**src/rtl/fde_pkg.sv**
```systemverilog
// Shared definitions for the FDE CPU decode/execute boundary.
// Holds the default datapath widths, the bubble opcode and the index of
// the hard-wired zero register.
package fde_pkg;

    localparam int DATA_W_DEF = 8;
    localparam int ADDR_W_DEF = 4;
    localparam int OP_W_DEF   = 4;

    // Opcode presented on the output while the slot holds a bubble.
    localparam int NOP_OPCODE = 0;

    // Register 0 always reads as zero and is never tracked as pending.
    localparam int REG_ZERO   = 0;

endpackage

```
**src/rtl/regfile_scoreboard.sv**
```systemverilog
// Per-register pending scoreboard.
// A bit is set when an instruction that writes that register issues, and
// cleared by write-back of that register or by a flush (which clears all).
// Three lookup ports (two sources and one destination) return busy flags.
// Register 0 is never tracked.
//
// Ports:
//   i_clk, i_reset          clock, async active-low reset
//   set_en, set_idx         mark a register pending (issue)
//   clr_en, clr_idx         clear a pending register (write-back)
//   flush                   clear every pending bit
//   src1, src2, dest        lookup addresses
//   src1_busy, src2_busy,
//   dest_busy               pending status of the looked-up registers
import fde_pkg::*;

module regfile_scoreboard #(
    parameter int ADDR_W = ADDR_W_DEF
) (
    input  logic              i_clk,
    input  logic              i_reset,
    input  logic              set_en,
    input  logic [ADDR_W-1:0] set_idx,
    input  logic              clr_en,
    input  logic [ADDR_W-1:0] clr_idx,
    input  logic              flush,
    input  logic [ADDR_W-1:0] src1,
    input  logic [ADDR_W-1:0] src2,
    input  logic [ADDR_W-1:0] dest,
    output logic              src1_busy,
    output logic              src2_busy,
    output logic              dest_busy
);

    localparam int DEPTH = 1 << ADDR_W;
    localparam logic [ADDR_W-1:0] ZERO_IDX = ADDR_W'(REG_ZERO);

    logic [DEPTH-1:0] pending;

    always_ff @(posedge i_clk or negedge i_reset) begin
        if (!i_reset) begin
            pending <= '0;
        end else if (flush) begin
            pending <= '0;
        end else begin
            if (clr_en && clr_idx != ZERO_IDX) begin
                pending[clr_idx] <= 1'b0;
            end
            // Issued after the clear so a same-cycle set on the same index wins.
            if (set_en && set_idx != ZERO_IDX) begin
                pending[set_idx] <= 1'b1;
            end
        end
    end

    assign src1_busy = (src1 != ZERO_IDX) && pending[src1];
    assign src2_busy = (src2 != ZERO_IDX) && pending[src2];
    assign dest_busy = (dest != ZERO_IDX) && pending[dest];

endmodule

```
**src/rtl/regfile_pipe.sv**
```systemverilog
// Register file plus decode-to-execute pipeline register.
// Two read ports with optional write-back bypass feed a registered output
// slot; a pending scoreboard stalls RAW and WAW hazards at issue.
//
// Ports:
//   i_clk, i_reset                      clock, async active-low reset
//   i_valid, i_opcode, i_destadd,
//   i_dest_we, i_read_reg1, i_read_reg2 decode slot
//   i_stall                             hold the output slot
//   i_flush                             kill slots, clear scoreboard
//   i_write_en, i_write_reg,
//   i_write_data                        write-back port
//   o_valid, o_opcode, o_destadd,
//   o_dest_we, o_read_data1/2           registered execute slot
//   o_hazard                            decode instruction cannot issue
import fde_pkg::*;

module regfile_pipe #(
    parameter int DATA_W = DATA_W_DEF,
    parameter int ADDR_W = ADDR_W_DEF,
    parameter int OP_W   = OP_W_DEF,
    parameter int BYPASS = 1
) (
    input  logic              i_clk,
    input  logic              i_reset,
    input  logic              i_valid,
    input  logic [OP_W-1:0]   i_opcode,
    input  logic [ADDR_W-1:0] i_destadd,
    input  logic              i_dest_we,
    input  logic [ADDR_W-1:0] i_read_reg1,
    input  logic [ADDR_W-1:0] i_read_reg2,
    input  logic              i_stall,
    input  logic              i_flush,
    input  logic              i_write_en,
    input  logic [ADDR_W-1:0] i_write_reg,
    input  logic [DATA_W-1:0] i_write_data,
    output logic              o_valid,
    output logic [OP_W-1:0]   o_opcode,
    output logic [ADDR_W-1:0] o_destadd,
    output logic              o_dest_we,
    output logic [DATA_W-1:0] o_read_data1,
    output logic [DATA_W-1:0] o_read_data2,
    output logic              o_hazard
);

    localparam int DEPTH = 1 << ADDR_W;
    localparam logic [ADDR_W-1:0] ZERO_IDX = ADDR_W'(REG_ZERO);
    localparam logic [OP_W-1:0]   NOP_OP   = OP_W'(NOP_OPCODE);

    logic [DATA_W-1:0] mem [DEPTH];

    logic wb_commit;
    logic fwd1, fwd2;
    logic src1_busy, src2_busy, dest_busy;
    logic src1_ok, src2_ok;
    logic accept;
    logic set_pending;
    logic [DATA_W-1:0] rd1, rd2;

    assign wb_commit = i_write_en && (i_write_reg != ZERO_IDX);

    // Forwarding only ever matches non-zero registers because wb_commit
    // excludes register 0.
    assign fwd1 = (BYPASS != 0) && wb_commit && (i_write_reg == i_read_reg1);
    assign fwd2 = (BYPASS != 0) && wb_commit && (i_write_reg == i_read_reg2);

    assign rd1 = fwd1 ? i_write_data : mem[i_read_reg1];
    assign rd2 = fwd2 ? i_write_data : mem[i_read_reg2];

    regfile_scoreboard #(.ADDR_W(ADDR_W)) u_scoreboard (
        .i_clk     (i_clk),
        .i_reset   (i_reset),
        .set_en    (set_pending),
        .set_idx   (i_destadd),
        .clr_en    (wb_commit),
        .clr_idx   (i_write_reg),
        .flush     (i_flush),
        .src1      (i_read_reg1),
        .src2      (i_read_reg2),
        .dest      (i_destadd),
        .src1_busy (src1_busy),
        .src2_busy (src2_busy),
        .dest_busy (dest_busy)
    );

    // A same-cycle write-back resolves a source only when it is forwarded;
    // it never resolves the destination check.
    assign src1_ok = !src1_busy || fwd1;
    assign src2_ok = !src2_busy || fwd2;

    assign o_hazard = i_valid && (!src1_ok || !src2_ok || (i_dest_we && dest_busy));

    assign accept      = i_valid && !o_hazard && !i_stall && !i_flush;
    assign set_pending = accept && i_dest_we;

    // Write-back commits regardless of stall or flush.
    always_ff @(posedge i_clk or negedge i_reset) begin
        if (!i_reset) begin
            for (int i = 0; i < DEPTH; i++) begin
                mem[i] <= DATA_W'(i);
            end
        end else if (wb_commit) begin
            mem[i_write_reg] <= i_write_data;
        end
    end

    always_ff @(posedge i_clk or negedge i_reset) begin
        if (!i_reset) begin
            o_valid      <= 1'b0;
            o_opcode     <= NOP_OP;
            o_destadd    <= '0;
            o_dest_we    <= 1'b0;
            o_read_data1 <= '0;
            o_read_data2 <= '0;
        end else if (i_flush || (!i_stall && !accept)) begin
            o_valid      <= 1'b0;
            o_opcode     <= NOP_OP;
            o_destadd    <= '0;
            o_dest_we    <= 1'b0;
            o_read_data1 <= '0;
            o_read_data2 <= '0;
        end else if (accept) begin
            o_valid      <= 1'b1;
            o_opcode     <= i_opcode;
            o_destadd    <= i_destadd;
            o_dest_we    <= i_dest_we;
            o_read_data1 <= rd1;
            o_read_data2 <= rd2;
        end
    end

endmodule

```
**config.mk**
```make
export PLATFORM = sky130hd
export DESIGN_NAME = regfile_pipe
export DESIGN_NICKNAME = d
export VERILOG_FILES = /design/src/rtl/fde_pkg.sv /design/src/rtl/regfile_scoreboard.sv /design/src/rtl/regfile_pipe.sv
export SDC_FILE = /design/constraint.sdc
export NUM_CORES = 1
export LEC_CHECK = 0
export CAP_MARGIN = 15
export CORE_MARGIN = 1.5
export CORE_UTILIZATION = 64
export DETAILED_ROUTE_END_ITERATION = 8
export PLACE_DENSITY = 0.85
export SLEW_MARGIN = 10
export SYNTH_ARGS = -nofsm -noshare
export SYNTH_HDL_FRONTEND = slang
export SYNTH_SLANG_ARGS = --single-unit
export TNS_END_PERCENT = 10
```
**constraint.sdc**
```tcl
create_clock -name i_clk -period 5.5 [get_ports i_clk]
set_clock_uncertainty 0.15 [all_clocks]
set_input_delay 1.1 -clock i_clk [delete_from_list [all_inputs] [get_ports i_clk]]
set_output_delay 1.1 -clock i_clk [all_outputs]
set_load 0.005 [all_outputs]
```
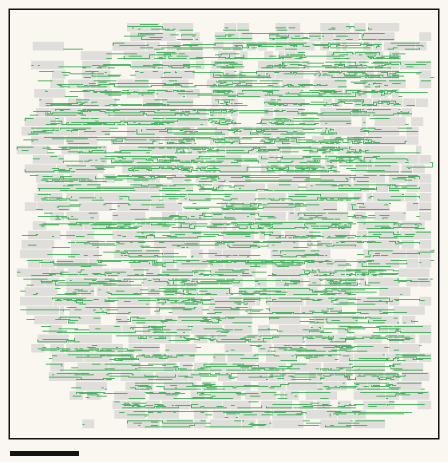
Figure 1: met1 routing.
The bar under the picture is 20 µm long. Cells faint in the background.
The layer holds 40% of the routed length. The longest straight run is 49.2 µm.
M1 GR Usage: 45.0%
number of vias in the routed layout: 6,120
final WL: 23.2 mm

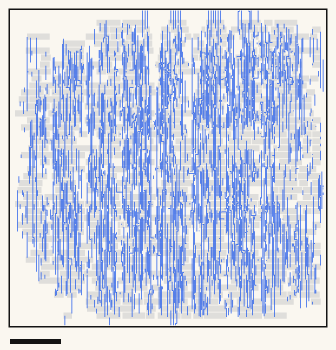
Figure 2: met2 routing.
The bar under the picture is 20 µm long. Cells faint in the background.
The layer holds 48% of the routed length. The wires run mostly vertical.
met2 Track Usage GR: 50.4%

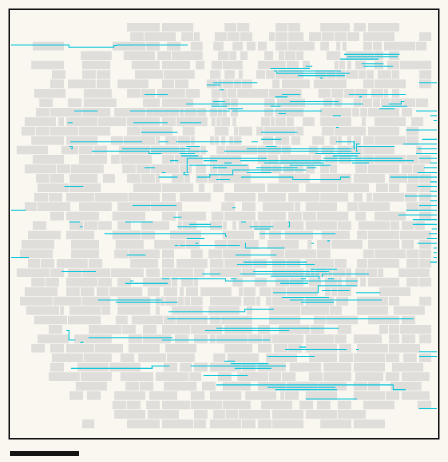
Figure 3: metal 3.
The bar under the picture is 20 µm long. Cells faint in the background.
The layer carries 2,040 µm of wire. 114 nets have wire on it. The wires run mostly horizontal. The longest straight run is 70.6 µm. The layer holds 8.8% of the routed length.
M3 GR Usage: 9.64%

==> ci_impl_report.md <==
## Synthesis and layout report

| Metric | Value |
|---|---|
| Endpoints failing hold | 0 |
| Clock network share of area | between 5 and 6% |
| Placer congestion estimate | 0.902 |
| Layout fillers | 835 |
| I/O Pins | 62 |
| Fraction of area in registers | around 40% |
| Remaining antenna violation count | 0 |
| Final Cell Area | about 0.011 mm² |
| Max FO, Critical Path | 14 |
| Critical path startpoint category | input pin |
| Avg Inst Size Synth | around 14 µm² |
| Yosys warns | 0 |
| Biggest area cells | dfrtp_1, mux4_2, mux2_2 |
| Cell type with the largest total area | dfrtp_1 |
| Area after DPL | a little under 0.01 mm² |
| DIE AREA | approximately 0.015 mm² |
| CTS sink cnt | 170 |
| Register area | ~0.0043 mm² |
| Post-Layout Cell Count | approximately 880 |
| Synth Instances | between 600 and 700 |
| Tightest hold margin | about 0.25 ns |
| Combinational share of power | about a fifth |
| Non-Clock Buffer Count | 80 |
| Global route overflow | 0 |
| Late-Pin Clk Latency | 0.43 ns |
| Non-clock buffering overhead | ~7.1% |
| Status | complete, no violations |
| Logic Gate Count | 412 |
| Most frequent cell after synthesis | dfrtp_1 |
| Registers | around 170 |
| Critical Path Source | i_read_reg1[3] |
| Largest cell class | multi-input combinational cells |
| Relative slew margins | between 15 and 20% |
| Combinational power | approximately 750 µW |
| Critical Path RT | 4.25 ns |
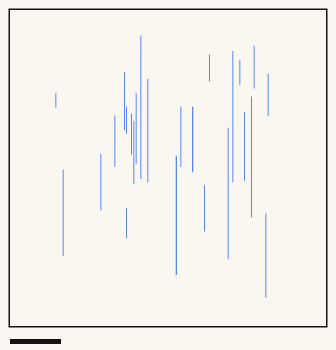
Figure 4: metal 4.
The bar under the picture is 20 µm long.
19 nets have wire on it. The longest straight run is 55.8 µm. The layer carries 660 µm of wire. The layer holds 2.9% of the routed length. The wires run mostly vertical.

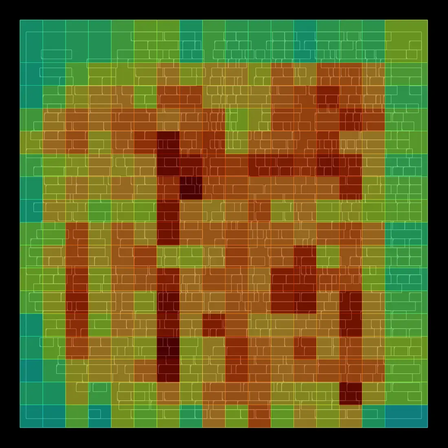
Figure 5: routing congestion map.
grt peak-use layer: met2
Total GRT Usage: 32.9%
routed len/inst: 26.5 µm

[per-layer routing]
layer	global-route usage [%]	routed length [µm]
met1	45.0	9340
met5	0	0
met2	50.4	11200
met4	12.7	660
met3	9.64	2040
[cell families (layout without fill, tap and decap cells)]
kind of cell              count (synthesis)  in the layout  synth area share (%)
muxes                                   248            248                  38.1
DFF                                     170            170                  46.4
and+or+nand+nor                          86             86                  5.50
AOI/OAI and AO/OA                        70             70                  6.28
buffers and inverters                    60            113                  2.99
xor gates and xnor gates                  8              8                 0.757
[sequential cells by signal (all words and copies together) (netlist names)]
| register | count |
|---|---|
| mem | 128 |
| o_dest_we | 1 |
| o_destadd | 4 |
| o_opcode | 4 |
| o_read_data1 | 8 |
| o_read_data2 | 8 |
| o_valid | 1 |
| u_scoreboard.pending | 16 |
[worst max-delay path: stages]
cell and delay (ns):
clkdlybuf4s50_1 0.96, mux2i_1 0.16, and2_4 0.19, nor4_4 0.42, o21a_1 0.19, clkdlybuf4s50_1 0.49
[placed cells by master, fill, tap and decap left out, types with 2 or more instances in the layout]
master           Yosys  final
dfrtp_1            138    138
mux2_2             123    123
mux4_2              70     70
clkdlybuf4s50_1      0     56
mux2i_1             54     54
dfstp_2             32     32
a22o_1              25     25
nand2_1             20     20
a21oi_1             17     17
clkbuf_16            0     17
nor2_1              16     16
buf_4                1     16
nor3b_1             10     10
nor2b_1             10      9
xnor2_1              8      8
a41o_1               8      8
and3_1               5      5
or3_1                4      4
a21o_1               4      4
clkbuf_1            36      4
clkinv_2             0      4
buf_2               14      4
and2_1               3      3
a2111oi_0            3      3
clkinvlp_4           0      3
buf_6                4      3
inv_1                2      2
nand4_1              2      2
o311ai_0             2      2
nand2b_1             2      2
nand3b_1             2      2
or2_2                2      2
a32o_1               2      2
clkbuf_8             0      2
Power figures rest on the tool's default switching activity, not on a simulated workload.
